Fig. 1: run 1, register map, names as in the netlist
Bar = 100 um. Other sequential cells in the stronger gray, the rest of the logic in the fainter gray.
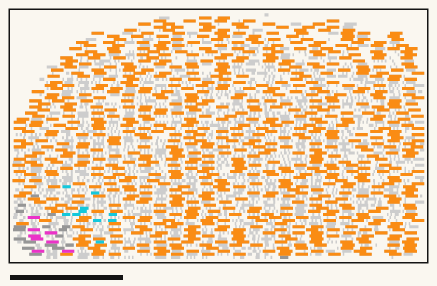
Fig. 2: run 1, cell classes on the final placement
Bar = 100 um.
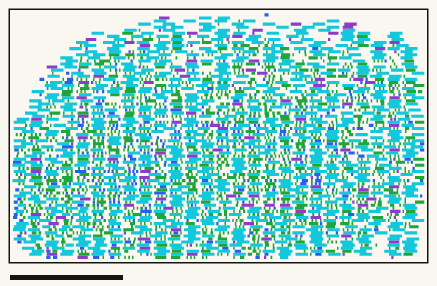
Fig. 3: run 1, track usage over the die
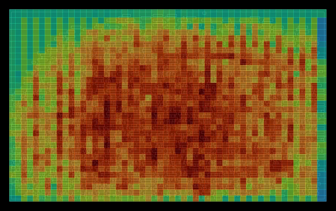
===== src/rtl/snn_input_loader.sv =====
// snn_input_loader: collects a 1-bit-per-pixel image from a byte stream,
// unpacks it LSB-first into a pixel memory, starts snn_core and serves its
// pixel reads. New frames are refused until snn_core reports completion.
module snn_input_loader #(
    parameter int NUM_PIXELS = 784,
    parameter int ADDR_W     = 10
) (
    input  logic              clk,
    input  logic              rst_n,
    input  logic [7:0]        rx_data,
    input  logic              rx_rdy,
    input  logic [ADDR_W-1:0] addr_input_unit,
    input  logic              core_done,
    output logic              q_input,
    output logic              start,
    output logic              busy,
    output logic              overrun
);

    typedef enum logic [1:0] {
        S_LOAD,
        S_UNPACK,
        S_START,
        S_WAIT_CORE
    } state_t;

    localparam logic [ADDR_W-1:0] LAST_ADDR = ADDR_W'(NUM_PIXELS - 1);

    state_t            state;
    logic [ADDR_W-1:0] wr_addr;
    logic [2:0]        bit_cnt;
    logic [7:0]        sh;
    logic [7:0]        hold_data;
    logic              hold_full;
    logic              mem [NUM_PIXELS];

    logic in_load;
    logic in_unpack;
    logic last_bit;
    logic frame_end;
    logic drain;
    logic capture;
    logic drop;

    assign in_load   = (state == S_LOAD);
    assign in_unpack = (state == S_UNPACK);
    // Eighth write of the current byte happens this cycle.
    assign last_bit  = in_unpack && (bit_cnt == 3'd7);
    assign frame_end = last_bit && (wr_addr == LAST_ADDR);
    // The hold buffer empties into the shift register either from idle LOAD
    // or straight after the previous byte finishes (no bubble between bytes).
    assign drain     = hold_full && (in_load || (last_bit && !frame_end));
    // A byte arriving in the same cycle the buffer drains still fits.
    assign capture   = rx_rdy && (in_load || in_unpack) && (!hold_full || drain);
    assign drop      = rx_rdy && !capture;

    // Control: FSM, write address, bit counter, buffer flag and status outputs.
    always_ff @(posedge clk) begin
        if (!rst_n) begin
            state     <= S_LOAD;
            wr_addr   <= '0;
            bit_cnt   <= '0;
            hold_full <= 1'b0;
            start     <= 1'b0;
            busy      <= 1'b0;
            overrun   <= 1'b0;
        end else begin
            start <= 1'b0;

            if (drop) begin
                overrun <= 1'b1;
            end

            if (capture) begin
                hold_full <= 1'b1;
            end else if (drain) begin
                hold_full <= 1'b0;
            end

            case (state)
                S_LOAD: begin
                    if (hold_full) begin
                        bit_cnt <= '0;
                        busy    <= 1'b1;
                        state   <= S_UNPACK;
                    end
                end
                S_UNPACK: begin
                    bit_cnt <= bit_cnt + 3'd1;
                    wr_addr <= frame_end ? '0 : wr_addr + ADDR_W'(1);
                    if (last_bit) begin
                        if (frame_end) begin
                            start <= 1'b1;
                            state <= S_START;
                        end else if (!hold_full) begin
                            state <= S_LOAD;
                        end
                    end
                end
                S_START: begin
                    state <= S_WAIT_CORE;
                end
                S_WAIT_CORE: begin
                    if (core_done) begin
                        busy  <= 1'b0;
                        state <= S_LOAD;
                    end
                end
                default: begin
                    state <= S_LOAD;
                end
            endcase
        end
    end

    // Data path: hold register capture and LSB-first shift register.
    always_ff @(posedge clk) begin
        if (capture) begin
            hold_data <= rx_data;
        end
        if (drain) begin
            sh <= hold_data;
        end else if (in_unpack) begin
            sh <= {1'b0, sh[7:1]};
        end
    end

    // Pixel memory write; suppressed while reset is held so contents survive.
    always_ff @(posedge clk) begin
        if (rst_n && in_unpack) begin
            mem[wr_addr] <= sh[0];
        end
    end

    // Registered read port; out-of-range addresses read as zero.
    always_ff @(posedge clk) begin
        if (!rst_n) begin
            q_input <= 1'b0;
        end else if (addr_input_unit <= LAST_ADDR) begin
            q_input <= mem[addr_input_unit];
        end else begin
            q_input <= 1'b0;
        end
    end

endmodule


===== config.mk =====
export PLATFORM = sky130hd
export DESIGN_NAME = snn_input_loader
export DESIGN_NICKNAME = d
export VERILOG_FILES = /design/src/rtl/snn_input_loader.sv
export SDC_FILE = /design/constraint.sdc
export NUM_CORES = 1
export LEC_CHECK = 0
export ABC_AREA = 0
export CAP_MARGIN = 20
export CELL_PAD_IN_SITES_DETAIL_PLACEMENT = 2
export CELL_PAD_IN_SITES_GLOBAL_PLACEMENT = 2
export CORE_ASPECT_RATIO = 0.6
export CORE_MARGIN = 2
export CORE_UTILIZATION = 45
export CTS_CLUSTER_DIAMETER = 80
export DETAILED_ROUTE_END_ITERATION = 16
export GPL_TIMING_DRIVEN = 0
export PLACE_DENSITY = 0.88
export SLEW_MARGIN = 25
export SYNTH_ARGS = -nofsm -noshare
export SYNTH_HDL_FRONTEND = slang
export SYNTH_SLANG_ARGS = --single-unit

===== constraint.sdc =====
create_clock -name clk -period 15.95 [get_ports clk]
set_clock_uncertainty 0.2 [all_clocks]
set_input_delay 2.3925 -clock clk [delete_from_list [all_inputs] [get_ports clk]]
set_output_delay 2.3925 -clock clk [all_outputs]
set_load 0.02 [all_outputs]

==> flow_summary.rst, run 1 <==
Metrics
=======

.. list-table::
   :header-rows: 1

   * - Metric
     - Value
   * - Worst Hold Path Cells
     - 1
   * - Post-synthesis simple-gate area fraction
     - 0.118
   * - Detail Placement HPWL
     - 109000 um
   * - Clock Sink Count
     - 820
   * - Proportion of layout cells with a drive suffix above 1
     - 0.127
   * - DRC
     - 0
   * - Xor/xnor cell area share of the yosys netlist
     - 0.00219
   * - Clk Latency, worst-skew pair
     - 0.69 ns
   * - Number of nets in the final layout
     - 2704
   * - Area share of fa/ha/maj cells after synthesis
     - 0.00208
   * - Count of non-filler cells in the finished layout
     - 3809
   * - Clock transition time at the flip-flop clock pins of the worst setup and hold paths
     - 0.07 ns
   * - Highest achievable clock rate
     - 148 MHz
   * - Mean area per synthesized cell
     - 14.2 um2
   * - Number of antenna violations at the first check in global routing
     - 15
   * - Top area contributor share
     - 0.666
   * - Via count
     - 26600
   * - Die W
     - 369 um
   * - End point of the most critical hold path
     - overrun$_SDFFE_PN0P_
   * - Max FO, Critical Path
     - 11
   * - Path depth of the worst reg2reg path
     - 8
   * - Cells after synthesis
     - 2543
   * - Global placement routability congestion
     - 0.959
   * - Run status
     - completed
   * - IR Drop Worst-Case VDD
     - 0.0796 mV
   * - Wire length of the first global-routing pass
     - 224000 um
   * - Cts bufs inserted
     - 77
   * - Total power after layout
     - 4640 uW
   * - Post-cts hold-fix buffer tally
     - 0
   * - Post-synthesis instance area
     - 36100 um2
   * - Worst-Margin Slew
     - 1.37 ns
   * - Flops after synth
     - 820
   * - Height of the chip
     - 223 um
   * - Portion of the post-synthesis area used by sequential elements
     - 0.677
   * - Biggest area consumer among synthesized cells
     - edfxtp_1
   * - Antenna Violating Nets Remaining
     - 0
## Picture notes: Fig. 1
[cyan] wr_addr | flops: 10 | where: bottom left
[orange] mem | flops: 784 | where: spread over the die
[magenta] sh | flops: 8 | where: bottom left
not colored: 18

## Picture notes: Fig. 2
[cyan] registers | cells: 820
[green] remaining logic cells | cells: 1469
[blue] remaining buffers and delay cells | cells: 308
[purple] clock drivers and dummy loads | cells: 136

## Picture notes: Fig. 3
met3 routing resource usage after global routing: 0.170
total global-route track usage: 0.398
detailed-route wire length per cell: 43.1 um
global routing's busiest layer: met2

-- run 1: registers in the layout (all words and copies together), names as in the netlist, named ones only --
name	count
wr_addr	10
hold_full	1
start	1
mem	784
state	1
busy	1
overrun	1
q_input	1
bit_cnt	3
hold_data	8
sh	8
-- run 1: cells in the mapped netlist (18+ instances only) --
library cell  number
edfxtp_1         800
nand2b_1          21
mux4_2           130
clkbuf_1         193
o21ai_0           18
a221oi_1          20
dfxtp_1           20
nand3_1           20
mux2i_1           83
nor3_1            70
nand2_1           90
nor2_1           755
or3_1             31
buf_2             22
a22oi_1           21
mux4_1            37
-- run 1: logic make-up after synthesis --
kind of cell / Yosys count
adders and majority gates: 6
buffers and inverters: 265
and+or+nand+nor: 1037
xor gates and xnor gates: 9
AOI/OAI and AO/OA: 145
muxes: 261
DFF: 820
-- run 1: where the power goes --
group          total (uW)  internal [uW]  switching (uW)
clock network        1880            976             906
registers            2410           2400            4.38
logic                 357            107             250
total                4640           3480            1160
-- run 1: layout make-up --
| type | instances | area (um2) |
|---|---|---|
| plain buffers | 254 | 1240 |
| well taps | 1066 | 1330 |
| clock buffers | 104 | 2070 |
| inverters | 11 | 41.3 |
| diodes | 10 | 25.0 |
| clock inverters | 32 | 241 |
| multi-input cells | 1458 | 10400 |
| fillers | 7248 | 38800 |
| repair buffers | 54 | 764 |
| flip-flops and latches | 820 | 24400 |
-- run 1: worst max-delay path, cell delays in order --
cell             delay [ns]
clkdlybuf4s50_1        0.64
buf_4                  0.31
buf_2                  0.56
buf_2                  0.69
mux4_2                 0.43
a22oi_1                0.24
a31oi_1                0.20
a31oi_1                0.41
nor4b_1                0.76
o211a_1                0.32
o32ai_2                0.10
-- run 1: layer usage --
layer | GRT usage | vias to the layer above | share of wire
met1 | 0.504 | 13900 | 0.36
met2 | 0.585 | 2449 | 0.43
met5 | 0.0152 | - | 0.0014
met3 | 0.170 | 654 | 0.15
li1 | - | 9665 | -
met4 | 0.200 | 14 | 0.060
-- run 1: worst max path at each step --
stage	cells past startpoint	end	slack, ns	start
2_1_floorplan	0	mem[0]$_DFFE_PP_	4.39	sh[0]$_DFFE_PP_
3_3_place_gp	0	mem[170]$_DFFE_PP_	-1.05	sh[0]$_DFFE_PP_
3_5_place_dp	11	q_input$_SDFF_PN0_	9.03	addr_input_unit[1]
4_1_cts	11	q_input$_SDFF_PN0_	9.61	addr_input_unit[1]
5_1_grt	11	q_input$_SDFF_PN0_	9.40	addr_input_unit[1]
6_report	11	q_input$_SDFF_PN0_	9.21	addr_input_unit[1]
-- run 1: through the flow --
stage               hold slack [ns]  setup slack [ns]  instance area, um2
CTS                           0.278              9.61               40500
finish                        0.274              9.21               40500
global placement              0.257             -1.05               37600
floorplan                     0.286              4.39               36100
global route                  0.299              9.40               40500
detailed placement            0.259              9.03               38200
==> run 1 -> run 2 <==
--- a/config.mk
+++ b/config.mk
@@ -11,11 +11,11 @@
 export CELL_PAD_IN_SITES_GLOBAL_PLACEMENT = 2
 export CORE_ASPECT_RATIO = 0.6
 export CORE_MARGIN = 2
-export CORE_UTILIZATION = 45
+export CORE_UTILIZATION = 42
 export CTS_CLUSTER_DIAMETER = 80
 export DETAILED_ROUTE_END_ITERATION = 16
 export GPL_TIMING_DRIVEN = 0
-export PLACE_DENSITY = 0.88
+export PLACE_DENSITY = 0.87
 export SLEW_MARGIN = 25
 export SYNTH_ARGS = -nofsm -noshare
 export SYNTH_HDL_FRONTEND = slang
==> constraint.sdc (replaced) <==
create_clock -name clk -period 5.67 [get_ports clk]
set_clock_uncertainty 0.2 [all_clocks]
set_input_delay 0.8505 -clock clk [delete_from_list [all_inputs] [get_ports clk]]
set_output_delay 0.8505 -clock clk [all_outputs]
set_load 0.02 [all_outputs]
Fig. 4: run 2, sizing map
Bar = 100 um.
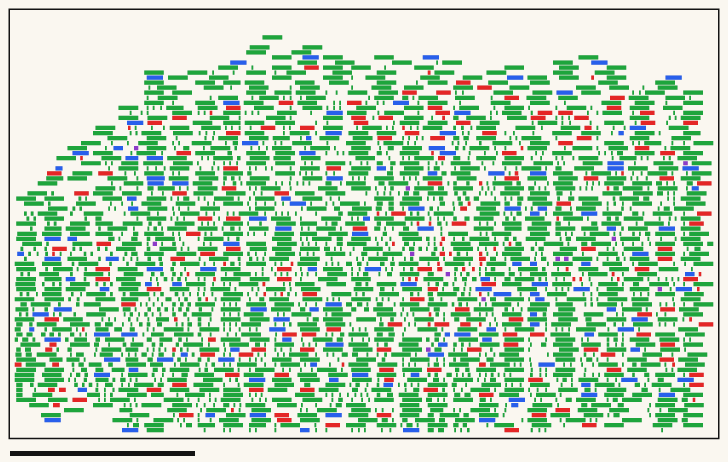
[blue] x6 and larger | cells: 139 | share: 5.1%
[purple] x3 and x4 | cells: 12 | share: 0.44%
[red] x2 | cells: 207 | share: 7.6%
[green] x1 and smaller | cells: 2378 | share: 87%

==> run 2 against run 1 <==
Effect of this change: sequential power grew to 2.8 times the previous value; cell count grew 2.1%; clock-buffer cell count grew 3; critical endpoint unchanged; highest routed layer unchanged.
==> flow_summary.rst, run 2 <==
Metrics
=======

.. list-table::
   :header-rows: 1

   * - Metric
     - Value
   * - Cells after synthesis
     - 2543 (unchanged)
   * - Portion of the post-synthesis area used by sequential elements
     - 0.677 (unchanged)
   * - Proportion of layout cells with a drive suffix above 1
     - 0.131 (+0.00352)
   * - Fill cells
     - 8031 (+11%)
   * - Global placement routability congestion
     - 0.937 (-2.3%)
   * - Highest achievable clock rate
     - 187 MHz
   * - Die W
     - 382 um (+3.5%)
   * - Worst Hold Path Cells
     - 1 (unchanged)
   * - Total power after layout
     - 12900 uW (+180%)
   * - Most instantiated library cell after synthesis
     - edfxtp_1
   * - IR Drop Worst-Case VDD
     - 0.239 mV (+200%)
   * - Largest registers ranked by flip-flop count
     - mem x784, wr_addr x10
   * - Via count
     - 26600 (+0.0038%)
   * - Wire length of the first global-routing pass
     - 222000 um (-0.71%)
   * - Most flops, register
     - mem
   * - Share of total power in sequential cells
     - 0.523 (+0.005)
   * - Mean area per synthesized cell
     - 14.2 um2 (unchanged)
   * - Part of the power in combinational logic
     - 0.078 (about the same)
   * - Post-synthesis instance area
     - 36100 um2 (unchanged)
   * - Clock Sink Count
     - 820 (unchanged)
   * - Post-cts hold-fix buffer tally
     - 0 (unchanged)
   * - Height of the chip
     - 231 um (+3.4%)
   * - Worst setup path startpoint
     - addr_input_unit[1]
   * - Run status
     - completed
   * - DRC
     - 0 (unchanged)
   * - Number of nets in the final layout
     - 2705 (+0.037%)
   * - Net Sw Power
     - 3260 uW (+180%)
   * - Antenna Violating Nets Remaining
     - 0 (unchanged)
   * - End point of the most critical hold path
     - overrun$_SDFFE_PN0P_
   * - Clock transition time at the flip-flop clock pins of the worst setup and hold paths
     - 0.07 ns (about the same)
   * - Switching Share
     - 0.252 (+0.00222)
   * - Worst-Margin Slew
     - 1.28 ns (-0.0873 ns)
   * - Top area contributor share
     - 0.666 (unchanged)
   * - Flops after synth
     - 820 (unchanged)
-- run 2: cell counts after synthesis --
No cell type changed its count.
-- run 2: final cells by class --
type	count	area (um2)	area share
Antenna cell	7	17.5	0.000431
Buffer	254	1240	0.0305
Clock buffer	107	2110	0.0520
Clock inverter	31	170	0.00419
Inverter	11	41.3	0.00102
Multi-Input combinational cell	1458	10400	0.256
Sequential cell	820	24400	0.601
Tap cell	1147	1440	0.0353
Timing Repair Buffer	55	772	0.0190
-- run 2: worst max path at each step --
stage                               to  slack [ns]  cells after the start
floorplan             mem[0]$_DFFE_PP_       -5.89                      0
global placement     mem[40]$_DFFE_PP_      -11.43                      0
detailed placement  q_input$_SDFF_PN0_        0.28                     11
CTS                 q_input$_SDFF_PN0_        0.78                     11
global route        q_input$_SDFF_PN0_        0.44                     11
finish              q_input$_SDFF_PN0_        0.33                     11
-- run 2: kinds of logic after synthesis --
kind of cell,count (synthesis),share of synthesized area
simple gates,1037,0.118
flops,820,0.677
buf+inv,265,0.0349
mux,261,0.135
compound gates,145,0.0307
xor+xnor,9,0.00219
fa+ha+maj,6,0.00208
-- run 2: critical path, cell delays in order --
cell             delay (ns)
clkdlybuf4s50_1        0.64
buf_4                  0.35
buf_2                  0.54
buf_2                  0.68
buf_4                  0.47
mux4_2                 0.43
a22oi_1                0.31
nand2_1                0.16
a311oi_1               0.78
o211a_1                0.31
o32ai_2                0.11
-- run 2: per-stage QoR --
| step | util | std cells | setup slack, ns |
|---|---|---|---|
| final | 0.476 | 3890 | 0.329 |
| after global routing | 0.476 | 3884 | 0.439 |
| after CTS | 0.476 | 3882 | 0.776 |
| after detailed placement | 0.449 | 3744 | 0.276 |
| after global placement | 0.442 | 3711 | -11.43 |
| after floorplan | - | 2543 | -5.89 |
-- run 2: routing by layer --
metal	routed length, um	vias to the layer above	share of wire	track usage
met2	69800	2572	0.43	0.540
met4	9910	22	0.061	0.185
li1	-	9670	-	-
met5	178	-	0.0011	0
met1	57100	13700	0.35	0.455
met3	26100	698	0.16	0.179
-- run 2: power by group through the flow --
stage / sequential [uW] / combinational, uW / clock, uW
after detailed placement: 6900 / 923 / 0
final: 6760 / 1010 / 5160
after floorplan: 7120 / 351 / 0
after CTS: 6770 / 944 / 5120
after global placement: 7250 / 637 / 0
after global routing: 6760 / 1000 / 5310
Power is estimated from default activity; no workload was simulated.
